**Placed cells, one color a class**

Fill, decap, tap and diode cells in gray.
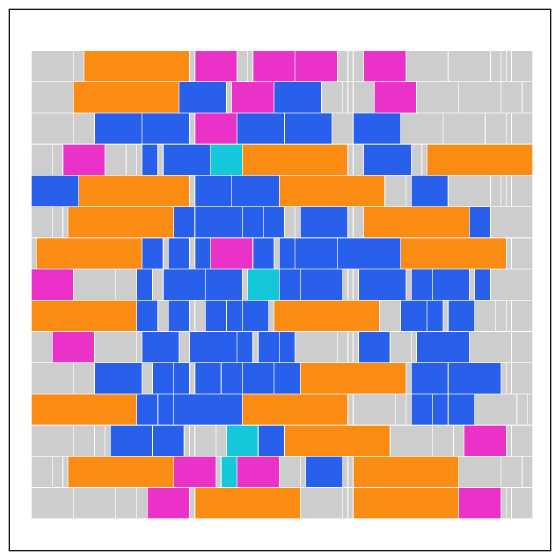
**Power grid**

Bar = 10 um. Pins as bars on the die edge.
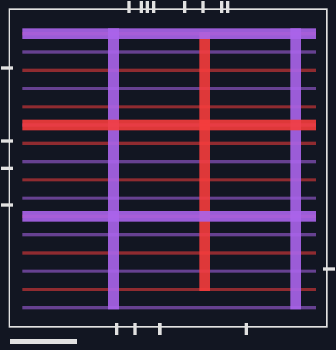
### src/rtl/uart_tx_frame_if.sv
// Handshake and serial-line bundle for the UART transmit framer.
// The master drives the word, its parity and the baud strobe; the framer is the slave.
interface uart_tx_frame_if #(
    parameter int DATA_WIDTH = 8
);
    logic                  baud_tick;
    logic                  data_valid;
    logic [DATA_WIDTH-1:0] parallel_data;
    logic                  parity_en;
    logic                  parity_bit;
    logic                  tx_out;
    logic                  busy;
    logic                  tx_done;

    modport master (
        output baud_tick, data_valid, parallel_data, parity_en, parity_bit,
        input  tx_out, busy, tx_done
    );

    modport slave (
        input  baud_tick, data_valid, parallel_data, parity_en, parity_bit,
        output tx_out, busy, tx_done
    );
endinterface

### src/rtl/uart_tx_frame.sv
// UART transmit framer: start, DATA_WIDTH data bits LSB first, optional parity, stop.
// Define UART_TX_TWO_STOP_EN to append a second stop bit to every frame.
module uart_tx_frame #(
    parameter int DATA_WIDTH = 8
) (
    input logic          clk,
    input logic          reset,
    uart_tx_frame_if.slave bus
);
    localparam int CNT_W = (DATA_WIDTH > 1) ? $clog2(DATA_WIDTH) : 1;
    localparam logic [CNT_W-1:0] CNT_LAST = CNT_W'(DATA_WIDTH - 1);

    typedef enum logic [2:0] {
        IDLE,
        SYNC,
        START,
        DATA,
        PARITY,
        STOP
`ifdef UART_TX_TWO_STOP_EN
        , STOP2
`endif
    } state_t;

    state_t                state;
    logic [DATA_WIDTH-1:0] shift_q;
    logic [DATA_WIDTH-1:0] shift_nx;
    logic [CNT_W-1:0]      cnt;
    logic                  parity_q;
    logic                  par_en_q;
    logic                  sync_first;
    logic                  tx_q;
    logic                  busy_q;
    logic                  done_q;

    assign shift_nx     = shift_q >> 1;
    assign bus.tx_out   = tx_q;
    assign bus.busy     = busy_q;
    assign bus.tx_done  = done_q;

    always_ff @(posedge clk or negedge reset) begin
        if (!reset) begin
            state      <= IDLE;
            shift_q    <= '0;
            cnt        <= '0;
            parity_q   <= 1'b0;
            par_en_q   <= 1'b0;
            sync_first <= 1'b0;
            tx_q       <= 1'b1;
            busy_q     <= 1'b0;
            done_q     <= 1'b0;
        end else begin
            done_q <= 1'b0;
            case (state)
                IDLE: begin
                    tx_q <= 1'b1;
                    if (bus.data_valid) begin
                        shift_q    <= bus.parallel_data;
                        par_en_q   <= bus.parity_en;
                        sync_first <= 1'b1;
                        busy_q     <= 1'b1;
                        state      <= SYNC;
                    end
                end
                SYNC: begin
                    // Parity generator output is valid only in the first cycle after accept.
                    sync_first <= 1'b0;
                    if (sync_first)
                        parity_q <= bus.parity_bit;
                    if (bus.baud_tick) begin
                        tx_q  <= 1'b0;
                        state <= START;
                    end
                end
                START: begin
                    if (bus.baud_tick) begin
                        cnt   <= '0;
                        tx_q  <= shift_q[0];
                        state <= DATA;
                    end
                end
                DATA: begin
                    if (bus.baud_tick) begin
                        shift_q <= shift_nx;
                        if (cnt == CNT_LAST) begin
                            if (par_en_q) begin
                                tx_q  <= parity_q;
                                state <= PARITY;
                            end else begin
                                tx_q  <= 1'b1;
                                state <= STOP;
                            end
                        end else begin
                            cnt  <= cnt + 1'b1;
                            tx_q <= shift_nx[0];
                        end
                    end
                end
                PARITY: begin
                    if (bus.baud_tick) begin
                        tx_q  <= 1'b1;
                        state <= STOP;
                    end
                end
                STOP: begin
                    if (bus.baud_tick) begin
`ifdef UART_TX_TWO_STOP_EN
                        state  <= STOP2;
`else
                        busy_q <= 1'b0;
                        done_q <= 1'b1;
                        state  <= IDLE;
`endif
                    end
                end
`ifdef UART_TX_TWO_STOP_EN
                STOP2: begin
                    if (bus.baud_tick) begin
                        busy_q <= 1'b0;
                        done_q <= 1'b1;
                        state  <= IDLE;
                    end
                end
`endif
                default: begin
                    tx_q   <= 1'b1;
                    busy_q <= 1'b0;
                    state  <= IDLE;
                end
            endcase
        end
    end
endmodule

### src/flat_wrapper.sv
// flat-port wrapper written by rule: the top's interface ports become plain ports
module uart_tx_frame_flat 
#(
    parameter int DATA_WIDTH = 8
)
  (clk, reset, bus_baud_tick, bus_data_valid, bus_parallel_data, bus_parity_en, bus_parity_bit, bus_tx_out, bus_busy, bus_tx_done);
  uart_tx_frame_if #(.DATA_WIDTH(DATA_WIDTH)) bus_i ();
  input logic clk;
  input logic reset;
  input wire logic [$bits(bus_i.baud_tick)-1:0] bus_baud_tick;
  input wire logic [$bits(bus_i.data_valid)-1:0] bus_data_valid;
  input wire logic [$bits(bus_i.parallel_data)-1:0] bus_parallel_data;
  input wire logic [$bits(bus_i.parity_en)-1:0] bus_parity_en;
  input wire logic [$bits(bus_i.parity_bit)-1:0] bus_parity_bit;
  output wire logic [$bits(bus_i.tx_out)-1:0] bus_tx_out;
  output wire logic [$bits(bus_i.busy)-1:0] bus_busy;
  output wire logic [$bits(bus_i.tx_done)-1:0] bus_tx_done;
  assign bus_i.baud_tick = bus_baud_tick;
  assign bus_i.data_valid = bus_data_valid;
  assign bus_i.parallel_data = bus_parallel_data;
  assign bus_i.parity_en = bus_parity_en;
  assign bus_i.parity_bit = bus_parity_bit;
  assign bus_tx_out = bus_i.tx_out;
  assign bus_busy = bus_i.busy;
  assign bus_tx_done = bus_i.tx_done;
  uart_tx_frame #(.DATA_WIDTH(DATA_WIDTH)) u_core (.clk(clk), .reset(reset), .bus(bus_i));
endmodule
### config.mk
export PLATFORM = sky130hd
export DESIGN_NAME = uart_tx_frame_flat
export DESIGN_NICKNAME = d
export VERILOG_FILES = /design/src/rtl/uart_tx_frame_if.sv /design/src/rtl/uart_tx_frame.sv /design/src/flat_wrapper.sv
export SDC_FILE = /design/constraint.sdc
export NUM_CORES = 1
export LEC_CHECK = 0
export CAP_MARGIN = 5
export CORE_MARGIN = 1.5
export CORE_UTILIZATION = 55
export CTS_CLUSTER_SIZE = 25
export DETAILED_ROUTE_END_ITERATION = 6
export PLACE_DENSITY = 0.94
export SKIP_LAST_GASP = 1
export SYNTH_ARGS = -nofsm -noshare
export SYNTH_HDL_FRONTEND = slang
export SYNTH_SLANG_ARGS = --single-unit
### constraint.sdc
create_clock -name clk -period 3.75 [get_ports clk]
set_input_delay 0.5625 -clock clk [delete_from_list [all_inputs] [get_ports clk]]
set_output_delay 0.5625 -clock clk [all_outputs]
set_load 0.005 [all_outputs]
==> job_summary.md <==
### Yosys + OpenROAD results

| Metric | Value |
|---|---|
| Cells after Synth | `96` |
| First-pass GRT wire length | `3.27 mm` |
| Clock root buffer | `clkbuf_4` |
| Worst hold path class | `flop to flop` |
| Netlist cell types | `35` |
| Synth Seq Share | `47.0%` |
| Crit path DRT | `3.95 ns` |
| I/O Pins | `17` |
| Longest Clk Path Bufs | `2` |
| CP Capture Type | `flop` |
| Worst-margin pin slew | `0.892 ns` |
| Die Span Y | `47.1 um` |
| Area share, top type | `44.5%` |
| Hold Path Sink | `u_core.shift_q[6]$_DFFE_PN0P_` |
| Setup TNS Final | `0 ns` |
| Synth async-reset ratio | `100%` |
| Pin count of the biggest net entering global routing | `21` |
| Post-Syn Area per Cell | `11.1 um^2` |
| FP Util | `59.9%` |
| Hold_sp | `u_core.shift_q[6]$_DFFE_PN0P_` |
| Placer Congestion | `0.805` |
| Crit Path Class | `input port to flop` |
| Initial antenna violation count | `0` |
| # fillers | `123` |
| F_max | `509 MHz` |
| Startpoint Class | `input port` |
| LEAKAGE | `0.000550 uW` |
| Slew Viols, Final | `0` |
| Post-CTS setup repair buffer count | `0` |
| Status | `finished clean` |
| Syn nets | `112` |
| RSZ-0062 raised after global routing | `false` |
| Die width | `47.1 um` |
| Top cells excl fill/tap | `dfrtp_1 (19), clkdlybuf4s50_1 (16), mux2_2 (13)` |
| Non-Filler Instances | `135` |
| Synth warn | `0` |
| Total Nets Final | `127` |
| EDFF count, synth | `0` |
| Crit. Startpoint | `bus_data_valid` |
| Top cells by count | `dfrtp_1 (19), mux2_2 (13), o21ai_0 (7)` |
| CTS Hold Buffers Added | `0` |
| TritonCTS clock tree | `built` |
| Dominant logic cell type in the layout | `dfrtp_1` |
| Post-DP HPWL | `1.40 mm` |
| Max-Cap Viols | `0` |
| Area Overhead vs Synth | `17.5%` |
| Hold Path Depth | `1` |
| Vias | `805` |
| First-pass DRT Iterations | `4` |
| Synth area leaders | `dfrtp_1 (45%), mux2_2 (14%), o21ai_0 (3.3%), dfstp_2 (2.5%), a22o_1 (2.5%)` |
| CTS clk-pin slew, worst paths | `0.10 ns` |
| Routed WL | `2.01 mm` |
| Clk_skew | `0.00263 ns` |
| Arrival @ worst endpoint | `2.16 ns` |
| CP max FO | `7` |
| Reg2Reg Launch Point | `u_core.state[1]$_DFFE_PN0P_` |
| Yosys stat chip area | `1070 um^2` |
| Vias in the first global route | `762` |
| Log Warnings | `26` |
| Antenna Nets Post-Route | `0` |
| PortBufs | `16` |
| # diodes | `0` |
| Slew margin rel. | `40.4%` |
| Routed len/inst | `14.9 um` |
| Tmin final | `1.97 ns` |
| Grt total ovfl | `0` |
| Final hold vios | `0` |
| Die ar. | `2210 um^2` |
| Worst R2R Setup Slack | `1.93 ns` |
| DRT iter0 DRCs | `20` |
| GRT Overall Usage | `21.7%` |
| Flops after synth | `20` |
| Synth area leader | `dfrtp_1` |
| Post-synth design cell area | `1070 um^2` |
| PwrDens | `666 nW/um^2` |
| Fraction of layout cells with a size suffix above 1 | `20.9%` |
| Cycle use final | `52.4%` |
Back to the opening pictures, 'placed cells, one color a class':
legend:
  other buffers and delay cells:
    color: magenta
    cells: 16
  flops:
    color: orange
    cells: 20
  combinational and other logic:
    color: blue
    cells: 70
  clock drivers and dummy loads:
    color: cyan
    cells: 4
num rows: 15
fin area: 1250 um^2
Core Util, Final: 70.3%

Back to the opening pictures, 'power grid':
legend:
  VDD:
    color: red
  VSS:
    color: purple
signal pins: 17
met1 rails: 16
met5 straps: 3
Placeable Area: 1780 um^2
maximum resistive drop on vdd: 0.435 mV

stage by stage:
step                      total power [uW]  util (%)  area (um^2)  setup slack (ns)
after floorplan                        643         -         1070              2.10
after global placement                 706      68.8         1230              1.51
after detailed placement               732      68.8         1230              1.46
after CTS                              835      70.3         1250              1.79
after global routing                   893      70.3         1250              1.75
final                                  835      70.3         1250              1.78
report_power, final:
part	leakage (uW)	switching, uW	internal [uW]
clock	0.0000150	62.5	41.5
combinational	0.000291	140	207
sequential	0.000244	80.2	304
total	0.000550	283	552
critical path, stage by stage:
cell and delay, ns:
clkdlybuf4s50_1 0.52, or3b_4 0.42, a21oi_4 0.28, mux2_2 0.38
metal layers:
metal / share of wire [%] / vias to the layer above / track usage, % / routed length, um
li1: - / 376 / - / -
met1: 44 / 400 / 26.2 / 877
met2: 50 / 20 / 36.7 / 1010
met3: 3.2 / 9 / 5.00 / 64
met4: 2.8 / 0 / 10.0 / 56
met5: 0 / - / 0 / 0
area by class of cell:
cell class	count	area [um^2]	share of cell area, %
Timing Repair Buffer	16	160	12.8
Inverter	4	15.0	1.20
Tap cell	25	31.3	2.50
Sequential cell	20	502	40.0
Multi-Input combinational cell	66	519	41.4
Clock buffer	4	26.3	2.10
state kept, by name, indices dropped and copies added (netlist names):
register,flops
u_core.parity_q,1
u_core.cnt,3
u_core.shift_q,8
u_core.bus.tx_done,1
u_core.par_en_q,1
u_core.bus.busy,1
u_core.bus.tx_out,1
u_core.state,3
u_core.sync_first,1
logic make-up after synthesis:
| family | after synthesis | synth area share, % |
|---|---|---|
| muxes | 16 | 17.0 |
| DFF | 20 | 47.0 |
| and+or+nand+nor | 25 | 13.7 |
| buffers and inverters | 10 | 4.34 |
| adders and majority gates | 2 | 2.34 |
| AOI/OAI and AO/OA | 23 | 15.6 |
No activity file was given, so power comes from the tool's default toggle rates.
